`src/rtl/move_input_conditioner.sv`:
```
// Button front end for the 2048 logic module: synchronizes, debounces and
// arbitrates the raw active-low buttons into single-cycle move/reset strobes,
// and latches the win-target switches on game reset.
module move_input_conditioner #(
  parameter int unsigned DEBOUNCE_CYCLES = 1000000,
  parameter int unsigned LOCKOUT_CYCLES  = 50000
) (
  input  logic       clk,
  input  logic       rst_n,
  input  logic       btn_up_n,
  input  logic       btn_down_n,
  input  logic       btn_left_n,
  input  logic       btn_right_n,
  input  logic       btn_reset_n,
  input  logic [1:0] target_sel,
  output logic       up_state,
  output logic       down_state,
  output logic       left_state,
  output logic       right_state,
  output logic       reset_state,
  output logic       win_a,
  output logic       win_b,
  output logic       win_c,
  output logic       win_d,
  output logic       busy
);

  localparam int unsigned NB   = 5;
  localparam int unsigned DB_W = $clog2(DEBOUNCE_CYCLES + 1);
  localparam int unsigned LO_W = $clog2(LOCKOUT_CYCLES + 1);

  // Button index order: 0 reset, 1 up, 2 down, 3 left, 4 right
  localparam int unsigned B_RESET = 0;
  localparam int unsigned B_UP    = 1;
  localparam int unsigned B_DOWN  = 2;
  localparam int unsigned B_LEFT  = 3;
  localparam int unsigned B_RIGHT = 4;

  typedef enum logic [1:0] {
    S_IDLE,
    S_PULSE,
    S_LOCKOUT,
    S_WAIT_RELEASE
  } state_t;

  typedef enum logic [2:0] {
    D_RESET,
    D_UP,
    D_DOWN,
    D_LEFT,
    D_RIGHT
  } dir_t;

  logic [NB-1:0]   btn_raw;
  logic [NB-1:0]   sync1_q, sync2_q;
  logic [NB-1:0]   pressed;
  logic [DB_W-1:0] db_cnt_q [NB];
  logic [DB_W-1:0] db_cnt_d [NB];
  logic [NB-1:0]   deb_q, deb_d;
  logic [NB-1:0]   deb_dly_q;
  logic [NB-1:0]   press_q, press_d;

  state_t          state_q, state_d;
  dir_t            dir_q, dir_d;
  logic [LO_W-1:0] lo_cnt_q, lo_cnt_d;
  logic            init_q, init_d;
  logic [3:0]      win_q, win_d_n;
  logic            pulse;

  assign btn_raw = {btn_right_n, btn_left_n, btn_down_n, btn_up_n, btn_reset_n};
  assign pressed = ~sync2_q;

  // Two-flop synchronizer on the raw levels; reset value is "released"
  always_ff @(posedge clk or negedge rst_n) begin
    if (!rst_n) begin
      sync1_q <= '1;
      sync2_q <= '1;
    end else begin
      sync1_q <= btn_raw;
      sync2_q <= sync1_q;
    end
  end

  // Debounce: count cycles of disagreement, flip the level once it persists
  always_comb begin
    deb_d = deb_q;
    for (int unsigned i = 0; i < NB; i++) begin
      db_cnt_d[i] = '0;
      if (pressed[i] != deb_q[i]) begin
        if (db_cnt_q[i] == DB_W'(DEBOUNCE_CYCLES - 1)) begin
          deb_d[i] = ~deb_q[i];
        end else begin
          db_cnt_d[i] = db_cnt_q[i] + DB_W'(1);
        end
      end
    end
  end

  // Press event is registered one cycle after the debounced rising edge
  always_comb begin
    press_d = deb_q & ~deb_dly_q;
  end

  // Debounce and press-event state
  always_ff @(posedge clk or negedge rst_n) begin
    if (!rst_n) begin
      for (int unsigned i = 0; i < NB; i++) begin
        db_cnt_q[i] <= '0;
      end
      deb_q     <= '0;
      deb_dly_q <= '0;
      press_q   <= '0;
    end else begin
      db_cnt_q  <= db_cnt_d;
      deb_q     <= deb_d;
      deb_dly_q <= deb_q;
      press_q   <= press_d;
    end
  end

  // Arbitration FSM: priority pick in IDLE, reset press preempts the lockout
  always_comb begin
    state_d  = state_q;
    dir_d    = dir_q;
    lo_cnt_d = lo_cnt_q;
    case (state_q)
      S_IDLE: begin
        if (|press_q) begin
          state_d = S_PULSE;
          if (press_q[B_RESET])      dir_d = D_RESET;
          else if (press_q[B_UP])    dir_d = D_UP;
          else if (press_q[B_DOWN])  dir_d = D_DOWN;
          else if (press_q[B_LEFT])  dir_d = D_LEFT;
          else                       dir_d = D_RIGHT;
        end
      end
      S_PULSE: begin
        lo_cnt_d = LO_W'(LOCKOUT_CYCLES - 1);
        state_d  = S_LOCKOUT;
      end
      S_LOCKOUT: begin
        if (press_q[B_RESET]) begin
          dir_d   = D_RESET;
          state_d = S_PULSE;
        end else if (lo_cnt_q == '0) begin
          state_d = S_WAIT_RELEASE;
        end else begin
          lo_cnt_d = lo_cnt_q - LO_W'(1);
        end
      end
      S_WAIT_RELEASE: begin
        if (press_q[B_RESET]) begin
          dir_d   = D_RESET;
          state_d = S_PULSE;
        end else if (deb_q == '0) begin
          state_d = S_IDLE;
        end
      end
      default: state_d = S_IDLE;
    endcase
  end

  // FSM state, latched direction and lockout counter
  always_ff @(posedge clk or negedge rst_n) begin
    if (!rst_n) begin
      state_q  <= S_IDLE;
      dir_q    <= D_RESET;
      lo_cnt_q <= '0;
    end else begin
      state_q  <= state_d;
      dir_q    <= dir_d;
      lo_cnt_q <= lo_cnt_d;
    end
  end

  // Strobes decode straight from state so an async reset cuts them at once
  always_comb begin
    pulse       = (state_q == S_PULSE);
    reset_state = pulse && (dir_q == D_RESET);
    up_state    = pulse && (dir_q == D_UP);
    down_state  = pulse && (dir_q == D_DOWN);
    left_state  = pulse && (dir_q == D_LEFT);
    right_state = pulse && (dir_q == D_RIGHT);
    busy        = (state_q != S_IDLE);
  end

  // Win target loads on the first cycle out of reset and on each game reset
  always_comb begin
    init_d  = 1'b1;
    win_d_n = win_q;
    if (!init_q || reset_state) begin
      case (target_sel)
        2'b00:   win_d_n = 4'b0001;
        2'b01:   win_d_n = 4'b0010;
        2'b10:   win_d_n = 4'b0100;
        default: win_d_n = 4'b1000;
      endcase
    end
  end

  // Win target register
  always_ff @(posedge clk or negedge rst_n) begin
    if (!rst_n) begin
      init_q <= 1'b0;
      win_q  <= 4'b0001;
    end else begin
      init_q <= init_d;
      win_q  <= win_d_n;
    end
  end

  assign win_a = win_q[0];
  assign win_b = win_q[1];
  assign win_c = win_q[2];
  assign win_d = win_q[3];

endmodule
```
`config.mk`:
```
export PLATFORM = sky130hd
export DESIGN_NAME = move_input_conditioner
export DESIGN_NICKNAME = d
export VERILOG_FILES = /design/src/rtl/move_input_conditioner.sv
export SDC_FILE = /design/constraint.sdc
export NUM_CORES = 1
export LEC_CHECK = 0
export CORE_MARGIN = 5
export CORE_UTILIZATION = 36
export CTS_BUF_LIST = sky130_fd_sc_hd__clkbuf_2 sky130_fd_sc_hd__clkbuf_4 sky130_fd_sc_hd__clkbuf_8
export CTS_CLUSTER_SIZE = 30
export DETAILED_ROUTE_END_ITERATION = 8
export DONT_BUFFER_PORTS = 1
export PLACE_DENSITY = 0.54
export SYNTH_ARGS = -nofsm -noshare
export SYNTH_HDL_FRONTEND = slang
export SYNTH_SLANG_ARGS = --single-unit
```
`constraint.sdc`:
```
create_clock -name clk -period 2.8 [get_ports clk]
set_input_delay 0.56 -clock clk [delete_from_list [all_inputs] [get_ports clk]]
set_output_delay 0.56 -clock clk [all_outputs]
set_load 0.005 [all_outputs]
```
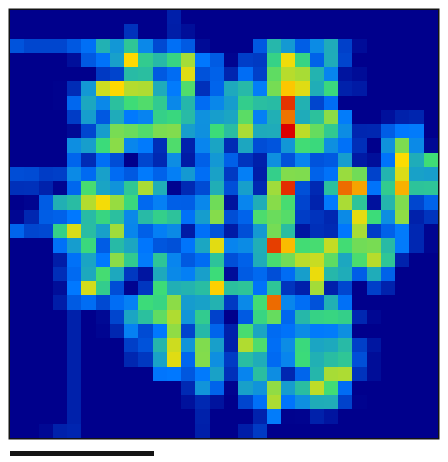
*Routed metal per tile*
Scale bar: 50 um. 30 x 30 tiles, from dark blue (low) to red (high), scaled to the fullest tile. Values are wire area over tile area, all layers added.
nearly empty tiles	35%
tiles over half the peak	12%
fullest tile	0.42
emptiest ninth of the die	lower left
mean over tiles	0.087
DRT Wirelength: 12500 um
routed wire length per instance: 13.1 um
global-route usage over all layers: 12.3%
Via Count: 4639

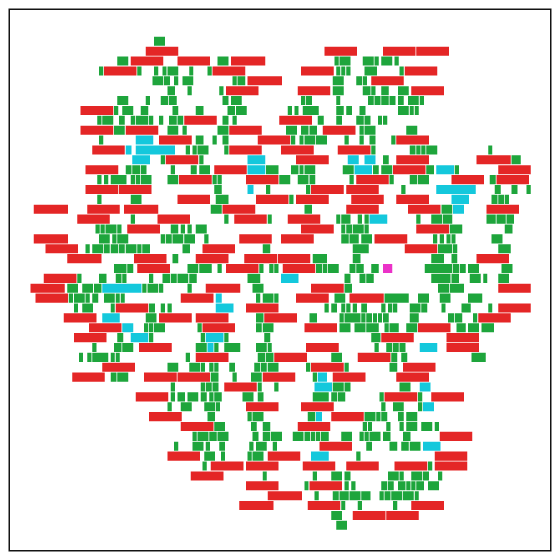
*Placed cells, one colour a class*
colour	class	cells	share of their area
magenta	remaining buffers and delay cells	1	0.10%
cyan	clock drivers and dummy loads	32	5.6%
red	sequential cells	151	52%
green	combinational and other logic	512	42%
sequential cell area share: 49.9%
num rows: 50
final core occ: 40.4%
core area: 18800 sq um
design area: 7600 sq um

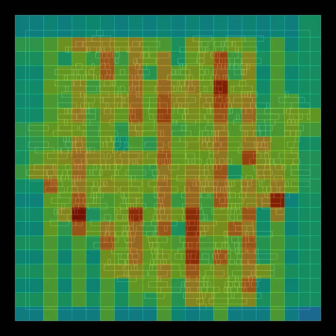
*Congestion heat map*
met2 Use GR: 19.0%
met1 Use GR: 16.2%
gr busiest metal: met2

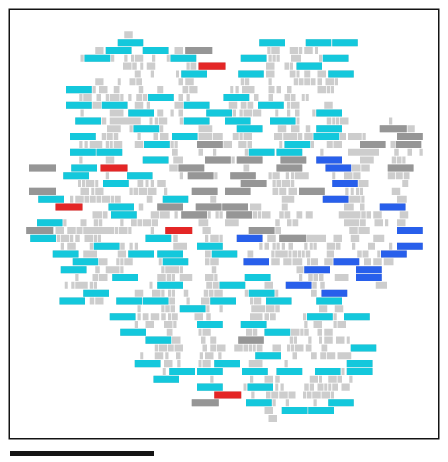
*Sequential cells coloured by netlist name*
Scale bar: 50 um. Other sequential cells in the stronger grey, the rest of the logic in the fainter grey.
colour	signal	placed flops
blue	`lo_cnt_q`	16
red	`sync2_q`	5
cyan	`db_cnt_q`	100
not coloured	30
Sequential cell area: 3790 sq um
Seq power: 2.24 mW

==> flow_summary.toml <==
# yosys + openroad results
[power_and_ir_drop]
pg_comb_mw = 0.0659
clock_power_mw = 1.75
irDropWorstVdd_uv = 302
sw_frac_of_total_pct = 22.9
p_per_area_nw_per_um2 = 534
p_leak_nw = 3.22
power_frac_clock_pct = 43.1
fin_total_pwr_mw = 4.06
p_int_mw = 3.13

[drt]
ant_nets = 0
top_layer = "met4"
drtPass1Iterations = 4
via_per_inst = 4.85

[setup_path]
cp-start-kind = "flip-flop"
crit_type = "reg2out"
crit_buf_inv = 0
crit_path_end = "right_state"
cp-startpoint = "state_q[1]"
r2r_start = "state_q[1]"
slowest_stage = "dfrtp_1"
worstSetupPathDepth = 2
rr_endpoint = "lo_cnt_q[9]"
crit_path_end_kind = "primary output"
critPathArrivalTime_ps = 1920

[cells_and_area]
clkCellAreaFrac_pct = 5.38
nonClkBufAreaFrac_pct = 0.0988
final_layout_size_suffix_gt1_share_pct = 9.05
ff_count = 151
area_dominant_class = "sequential cells"
comb_area_sq_um = 2990
n_all_buffers = 1
logic_gate_count = 493
n_antenna_cell = 0
area_growth_syn_to_layout_pct = 9.72
fin_nets = 698
top_register = "db_cnt_q"

[timing]
rsz0062_at_grt = "false"
tightest_slew_ps = 779
finalClockPeriodUsage_pct = 88.5
setup_viol = 0
drv_slew = 0
whs_ps = -187
worst_slack_ps = 322
relSlewSlack_pct = 47.6
finalHoldViolations = 140
fin_setup_tns_ps = 0

[logic_synthesis]
yosysWarnings = 0
postSynthAreaPerCell_sq_um = 10.2
synth_cells = 678
simple_gate_share_pct = 24.6
topCombFamilyByArea = "simple AND/OR/NAND/NOR gates"
mux_share_pct = 1.17
netlist.area_leader.share_pct = 50.6
xor_area_share_pct = 12.5
top_cells_by_count = "dfrtp_1 (140), nor2_1 (137), xor2_1 (54), nand3_1 (48)"
synthAoiAreaFrac_pct = 3.76
async_reset_ff_share_pct = 100
ff_type = "dfrtp_1"
most_common_cell = "dfrtp_1"
yosysCellCount = 678
fa_ha_area_share_pct = 1.08

[clock_tree]
cts.sinks = 151
clock_latency_ps = 450
cts-root-buf = "clkbuf_8"
post_cts_buffers = 0
clk_path_buf_depth = 2

[floorplanning]
die_y_um = 149

[run_status]
violations = "hold timing"
run_status = "finished with violations"

[placed_design]
dp_cells = 924

[grt]
gr-total-overflow = 0
Power is estimated from default activity; no workload was simulated.
